## src/rtl/rx_frame_ctrl.sv

```systemverilog
// RX frame sequencer: SFD hunt, PHR capture and PSDU byte assembly
// into FIFO writes, with length, overflow and timeout abort.
module rx_frame_ctrl #(
    parameter logic [7:0]  SFD_VALUE   = 8'hA7,
    parameter int unsigned MAX_LEN     = 127,
    parameter int unsigned TIMEOUT_CYC = 1024
) (
    input  logic       clk,
    input  logic       reset_n,
    input  logic       rx_en,
    input  logic       bit_in,
    input  logic       bit_valid,
    input  logic       fifo_full,
    output logic [7:0] fifo_wdata,
    output logic       fifo_wr,
    output logic       sfd_det,
    output logic       rx_busy,
    output logic       rx_done,
    output logic       rx_err,
    output logic [1:0] err_code,
    output logic [6:0] frame_len
);

    localparam int unsigned TW = (TIMEOUT_CYC > 2) ? $clog2(TIMEOUT_CYC) : 1;
    localparam logic [TW-1:0] TMO_LAST = TW'(TIMEOUT_CYC - 1);

    typedef enum logic [1:0] {IDLE, HUNT, LEN, PAYLOAD} state_t;

    state_t        state_q, state_d;
    logic [15:0]   win_q, win_d;
    logic [2:0]    bit_cnt_q, bit_cnt_d;
    logic [6:0]    byte_cnt_q, byte_cnt_d;
    logic [TW-1:0] tmo_q, tmo_d;
    logic [7:0]    wdata_q, wdata_d;
    logic          wr_q, wr_d;
    logic          sfd_q, sfd_d;
    logic          done_q, done_d;
    logic          err_q, err_d;
    logic [1:0]    code_q, code_d;
    logic [6:0]    len_q, len_d;

    logic [15:0] win_shift;
    logic [7:0]  new_byte;
    logic [6:0]  phr_len;
    logic        len_bad;

    assign win_shift = {bit_in, win_q[15:1]};
    assign new_byte  = win_shift[15:8];
    assign phr_len   = new_byte[6:0];
    assign len_bad   = (phr_len == 7'd0) || (32'(phr_len) > MAX_LEN);

    always_comb begin
        state_d    = state_q;
        win_d      = win_q;
        bit_cnt_d  = bit_cnt_q;
        byte_cnt_d = byte_cnt_q;
        tmo_d      = tmo_q;
        wdata_d    = wdata_q;
        len_d      = len_q;
        code_d     = code_q;
        wr_d       = 1'b0;
        sfd_d      = 1'b0;
        done_d     = 1'b0;
        err_d      = 1'b0;
        if (!rx_en) begin
            state_d = IDLE;
        end else begin
            unique case (state_q)
                IDLE: begin
                    state_d = HUNT;
                    win_d   = '0;
                end
                HUNT: begin
                    if (bit_valid) begin
                        win_d = win_shift;
                        if (win_shift == {SFD_VALUE, 8'h00}) begin
                            state_d   = LEN;
                            sfd_d     = 1'b1;
                            code_d    = 2'b00;
                            bit_cnt_d = 3'd0;
                            tmo_d     = '0;
                        end
                    end
                end
                LEN, PAYLOAD: begin
                    if (bit_valid) begin
                        win_d     = win_shift;
                        tmo_d     = '0;
                        bit_cnt_d = bit_cnt_q + 3'd1;
                        if (bit_cnt_q == 3'd7) begin
                            if (state_q == LEN && len_bad) begin
                                err_d   = 1'b1;
                                code_d  = 2'b01;
                                state_d = HUNT;
                                win_d   = '0;
                            end else if (fifo_full) begin
                                err_d   = 1'b1;
                                code_d  = 2'b10;
                                state_d = HUNT;
                                win_d   = '0;
                            end else begin
                                wr_d    = 1'b1;
                                wdata_d = new_byte;
                                if (state_q == LEN) begin
                                    len_d      = phr_len;
                                    byte_cnt_d = phr_len;
                                    state_d    = PAYLOAD;
                                end else begin
                                    byte_cnt_d = byte_cnt_q - 7'd1;
                                    if (byte_cnt_q == 7'd1) begin
                                        done_d  = 1'b1;
                                        state_d = HUNT;
                                        win_d   = '0;
                                    end
                                end
                            end
                        end
                    end else if (tmo_q == TMO_LAST) begin
                        err_d   = 1'b1;
                        code_d  = 2'b11;
                        state_d = HUNT;
                        win_d   = '0;
                    end else begin
                        tmo_d = tmo_q + TW'(1);
                    end
                end
                default: state_d = IDLE;
            endcase
        end
    end

    always_ff @(posedge clk or negedge reset_n) begin
        if (!reset_n) begin
            state_q    <= IDLE;
            win_q      <= '0;
            bit_cnt_q  <= '0;
            byte_cnt_q <= '0;
            tmo_q      <= '0;
            wdata_q    <= '0;
            wr_q       <= 1'b0;
            sfd_q      <= 1'b0;
            done_q     <= 1'b0;
            err_q      <= 1'b0;
            code_q     <= '0;
            len_q      <= '0;
        end else begin
            state_q    <= state_d;
            win_q      <= win_d;
            bit_cnt_q  <= bit_cnt_d;
            byte_cnt_q <= byte_cnt_d;
            tmo_q      <= tmo_d;
            wdata_q    <= wdata_d;
            wr_q       <= wr_d;
            sfd_q      <= sfd_d;
            done_q     <= done_d;
            err_q      <= err_d;
            code_q     <= code_d;
            len_q      <= len_d;
        end
    end

    assign fifo_wdata = wdata_q;
    assign fifo_wr    = wr_q;
    assign sfd_det    = sfd_q;
    assign rx_busy    = (state_q == LEN) || (state_q == PAYLOAD);
    assign rx_done    = done_q;
    assign rx_err     = err_q;
    assign err_code   = code_q;
    assign frame_len  = len_q;

endmodule

```

## config.mk

```make
export PLATFORM = sky130hd
export DESIGN_NAME = rx_frame_ctrl
export DESIGN_NICKNAME = d
export VERILOG_FILES = /design/src/rtl/rx_frame_ctrl.sv
export SDC_FILE = /design/constraint.sdc
export NUM_CORES = 1
export LEC_CHECK = 0
export CORE_MARGIN = 5
export CORE_UTILIZATION = 38
export CTS_CLUSTER_SIZE = 12
export DETAILED_ROUTE_END_ITERATION = 8
export PLACE_DENSITY_LB_ADDON = 0.12
export SLEW_MARGIN = 10
export SYNTH_ARGS = -nofsm -noshare
export SYNTH_HDL_FRONTEND = slang
export SYNTH_SLANG_ARGS = --single-unit
export TNS_END_PERCENT = 5
```

## constraint.sdc

```tcl
create_clock -name clk -period 1.6 [get_ports clk]
set_input_delay 0.24 -clock clk [delete_from_list [all_inputs] [get_ports clk]]
set_output_delay 0.24 -clock clk [all_outputs]
set_load 0.05 [all_outputs]
```

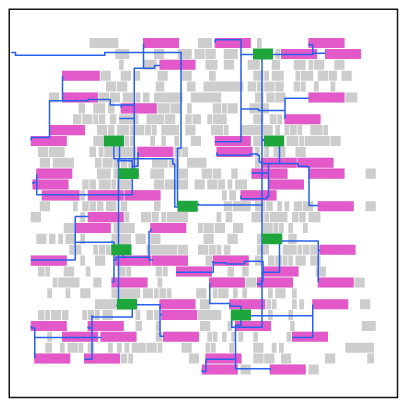
*Clock distribution*
Drawn at 4 px/µm.
[green] cells driving clock nets | count: 9
[magenta] flip-flops | count: 58
[blue] clock wires | length: 853 µm
routed clock nets: 10
flops lie: widely spread

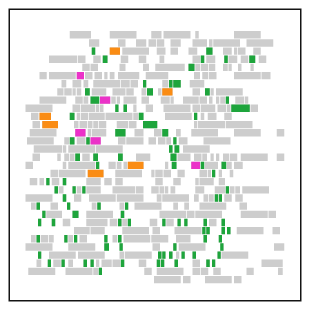
*Selected gate families*
Drawn at 3 px/µm.
[green] NAND gates | cells: 96 | most used: nand2_1
[magenta] AND-OR and OR-AND gates | cells: 5
[orange] multiplexers | cells: 6 | most used: mux2_4

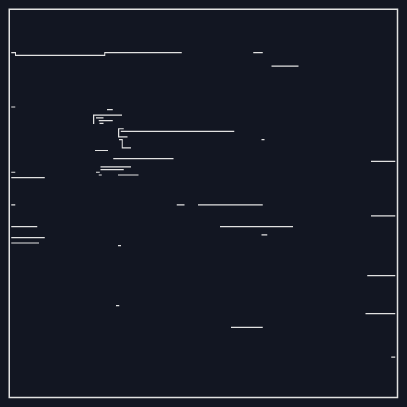
*Met3 routing*
Drawn at 4 px/µm.
longest straight run: 28.1 µm
wire length on this layer: 244 µm
share of all routed wire: 3.4%

==> impl_metrics.tcl <==
# implementation run metrics
set metrics [dict create \
    status "finished, violations left" \
    failed_checks "setup timing" \
    end_kind "flip-flop" \
    simple_gate_share_pct 24.0 \
    area_leaders "dfrtp_1 51%, nand2_1 9.5%, o21ai_0 4.0%, nor2_1 3.0%, xnor2_1 2.5%" \
    portBuffers 27 \
    yosys_warnings 0 \
    ys_cells 310 \
    grt_max_degree 59 \
    clk_pin_slew_ns 0.06 \
    ys_sh_xor_pct 2.46 \
    synthArstFlopShare_pct 100 \
    cap_viol_max_count 0 \
    yosysMostFrequentCell "nand2_1" \
    die-height_um 96.7 \
    vias 2467 \
    wirelength_um 7120 \
    grt_pass1_vias 2399 \
    combPwrFrac_pct 23.3 \
    p_clk_share_pct 32.8 \
    power.leakage_uw 0.00190 \
    fin_area_mm2 0.00395 \
    tightestPinTransition_ns 0.400 \
    startpoint_type "flip-flop" \
    drt-vias-per-instance 4.89 \
    cts-buffers-inserted 9 \
    path_class "reg2reg" \
    dp.cells 484 \
    ff_type "dfrtp_1" \
    cp_slowest_cell "dfrtp_2" \
    chipArea_mm2 0.00934 \
    drive_gt1_share_pct 32.5 \
    period_needed_ns 1.77 \
    p_int_uw 2660 \
    cp_cell_sequence "nor4_4 > buf_4 > a311oi_2 > nor2_1 > nand3_1 > mux2_4" \
    syn-mean-instance-area_um2 9.21 \
    slew_viol_final 0 \
    ant_nets 0 \
    setup_viol 46 \
    min_period_over_period_pct 110 \
    cp.required_ns 1.82 \
    place_area_mm2 0.00366 \
    synth.cells.most_frequent "72 x nand2_1, 58 x dfrtp_1, 23 x nor2_1, 23 x o21ai_0, 13 x nand3_1" \
    rsz0062_at_grt "true" \
    cp_max_fo 4 \
    seq_power_share_pct 43.9 \
    clock_insertion_delay_worst_skew_ns 0.34 \
    yosysSeqAreaShare_pct 50.9 \
    warnings 30 \
    grt_pass1_wl_um 12200 \
    syn-num-nets 321 \
    syn-cell-area_mm2 0.00285 \
    fin_ws_ns -0.166 \
    core_util_floorplan_pct 39.1 \
    wl_per_cell_um 14.1 \
    ys_area_mm2 0.00285 \
    drc 0 \
    cts-root-buf "clkbuf_8" \
    grt_use_total_pct 16.2 \
    antenna_found_initial 0 \
    fmax_ghz 0.566 \
    finalNetCount 412 \
    die_w_um 96.7 \
    hold_class "in2async" \
    final_cells 505 \
    core_area_mm2 0.00729 \
    edf_count 0 \
    synth_cell_types 54 \
    row_count 31 \
    clk_path_buf_depth 2 \
    ios 28 \
    synthAoiAreaFrac_pct 13.4 \
    p_sw_uw 1140 \
    whs_ns 0.443 \
    syn_inst 310 \
    drtIter0Drc 105 \
    numSynthFlops 58 \
    worst-path-buf-inv 1 \
    fa_ha_area_share_pct 2.19 \
    n_antenna_cell 0 \
    ir_drop_v 0.000604 \
    area_delta_synth_final_pct 38.4 \
    top_area_share_pct 50.9 \
    gp_congestion 0.798 \
    synth.logic.top_family "simple AND/OR/NAND/NOR gates" \
]
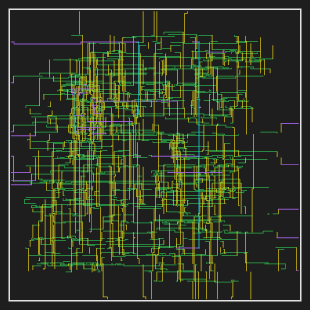
*Routed metal, one color a layer*
Drawn at 3 px/µm.
[yellow] met2 | wire length: 3,280 µm
[purple] met3 | wire length: 244 µm
[green] met1 | wire length: 3,420 µm
[cyan] met4 | wire length: 181 µm

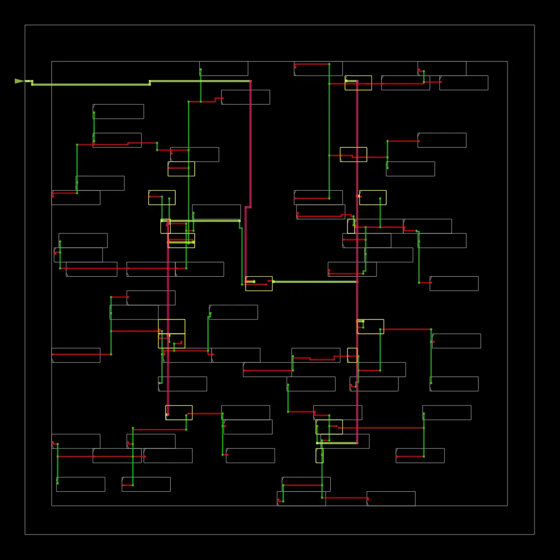
*Clock nets*
clk pwr: 1250 µW
Clock Sinks: 58
skew final: 0.00841 ns
# clk buffers: 14

## power by group through the flow
stage / combinational [µW] / sequential, µW / clock, µW
floorplan: 377 / 1790 / 0
global placement: 841 / 1690 / 0
detailed placement: 851 / 1690 / 0
CTS: 871 / 1660 / 1290
global route: 979 / 1690 / 1370
finish: 884 / 1670 / 1250
## flip-flops by register name, indices dropped and copies added, names as in the netlist
name        flops
bit_cnt_q       3
byte_cnt_q      7
err_code        2
fifo_wdata      8
fifo_wr         1
frame_len       7
rx_done         1
rx_err          1
sfd_det         1
state_q         2
tmo_q          10
win_q          15
## placed cells by master (no fill, tap or decap), types with 2 or more instances in the layout
cell type	Yosys	final
buf_4	4	86
nand2_1	72	71
dfrtp_1	58	56
nor2_1	23	23
o21ai_1	10	17
o21ai_0	23	16
nand3_1	13	13
inv_1	12	12
clkbuf_8	0	12
xnor2_1	8	8
a21oi_1	7	7
nor3_1	8	6
nand4_1	4	4
ha_1	5	4
clkdlybuf4s50_1	0	4
buf_12	0	4
mux2_4	0	3
nand2b_1	3	2
nor3_4	1	2
nor4_4	0	2
o211ai_1	2	2
nor4b_2	0	2
nor3_2	1	2
mux2i_1	2	2
o22ai_1	2	2
a22oi_1	2	2
nor4_1	3	2
clkbuf_1	7	2
clkinv_2	0	2
dfrtp_2	0	2
## final timing paths
check / startpoint / end / slack, ns / cells past startpoint
min in group clk: fifo_wdata[7] / fifo_wdata[7] / 0.48 / 2
max reg2reg: win_q[9] / err_code[0] / -0.17 / 6
max: win_q[9] / err_code[0] / -0.17 / 6
max in group asynchronous: reset_n / win_q[9] / 0.88 / 3
min: reset_n / fifo_wdata[2] / 0.44 / 3
min reg2reg: fifo_wdata[7] / fifo_wdata[7] / 0.48 / 2
## stage by stage
stage                     util (%)  setup TNS, ns  power [µW]  setup slack [ns]
final                         54.2          -3.52        3800            -0.166
after global routing          54.2          -7.69        4030            -0.243
after CTS                     53.2          -3.71        3820            -0.132
after detailed placement      50.2         -12.67        2540            -0.290
after global placement        50.2         -12.18        2530            -0.282
after floorplan                  -         -0.589        2170           -0.0478
## worst min-delay path, stage by stage
cell and delay (ns):
dlygate4sd3_1 0.52, buf_2 0.12, buf_12 0.28
## cells by family after synthesis
logic type | count (synthesis)
xor gates and xnor gates | 8
adders and majority gates | 5
and+or+nand+nor | 144
DFF | 58
AOI/OAI and AO/OA | 60
buffers and inverters | 29
muxes | 6
## area by class of cell
cell class	instances	area [µm²]
multi-input cells	223	1360
inverters	13	48.8
repair buffers	96	781
clock buffers	14	173
fillers	733	3340
flip-flops and latches	58	1450
clock inverters	2	10.0
well taps	99	124
## layer usage
layer	up-vias	GRT usage (%)	part of all wire, %
met5	-	0	0
met2	50	24.6	46
met1	1146	22.2	48
met4	0	7.45	2.5
li1	1254	-	-
met3	17	3.38	3.4
## what timing repair did
action | CTS | global route
resized | 12 | 8
hold endpoints to repair | 58 | 0
pin swaps | 3 | 4
hold buffers | 1 | 0
setup buffers | 1 | 3
endpoints found under the setup margin | 53 | 54
cloned | 0 | 0
Power and IR drop assume default switching activity.
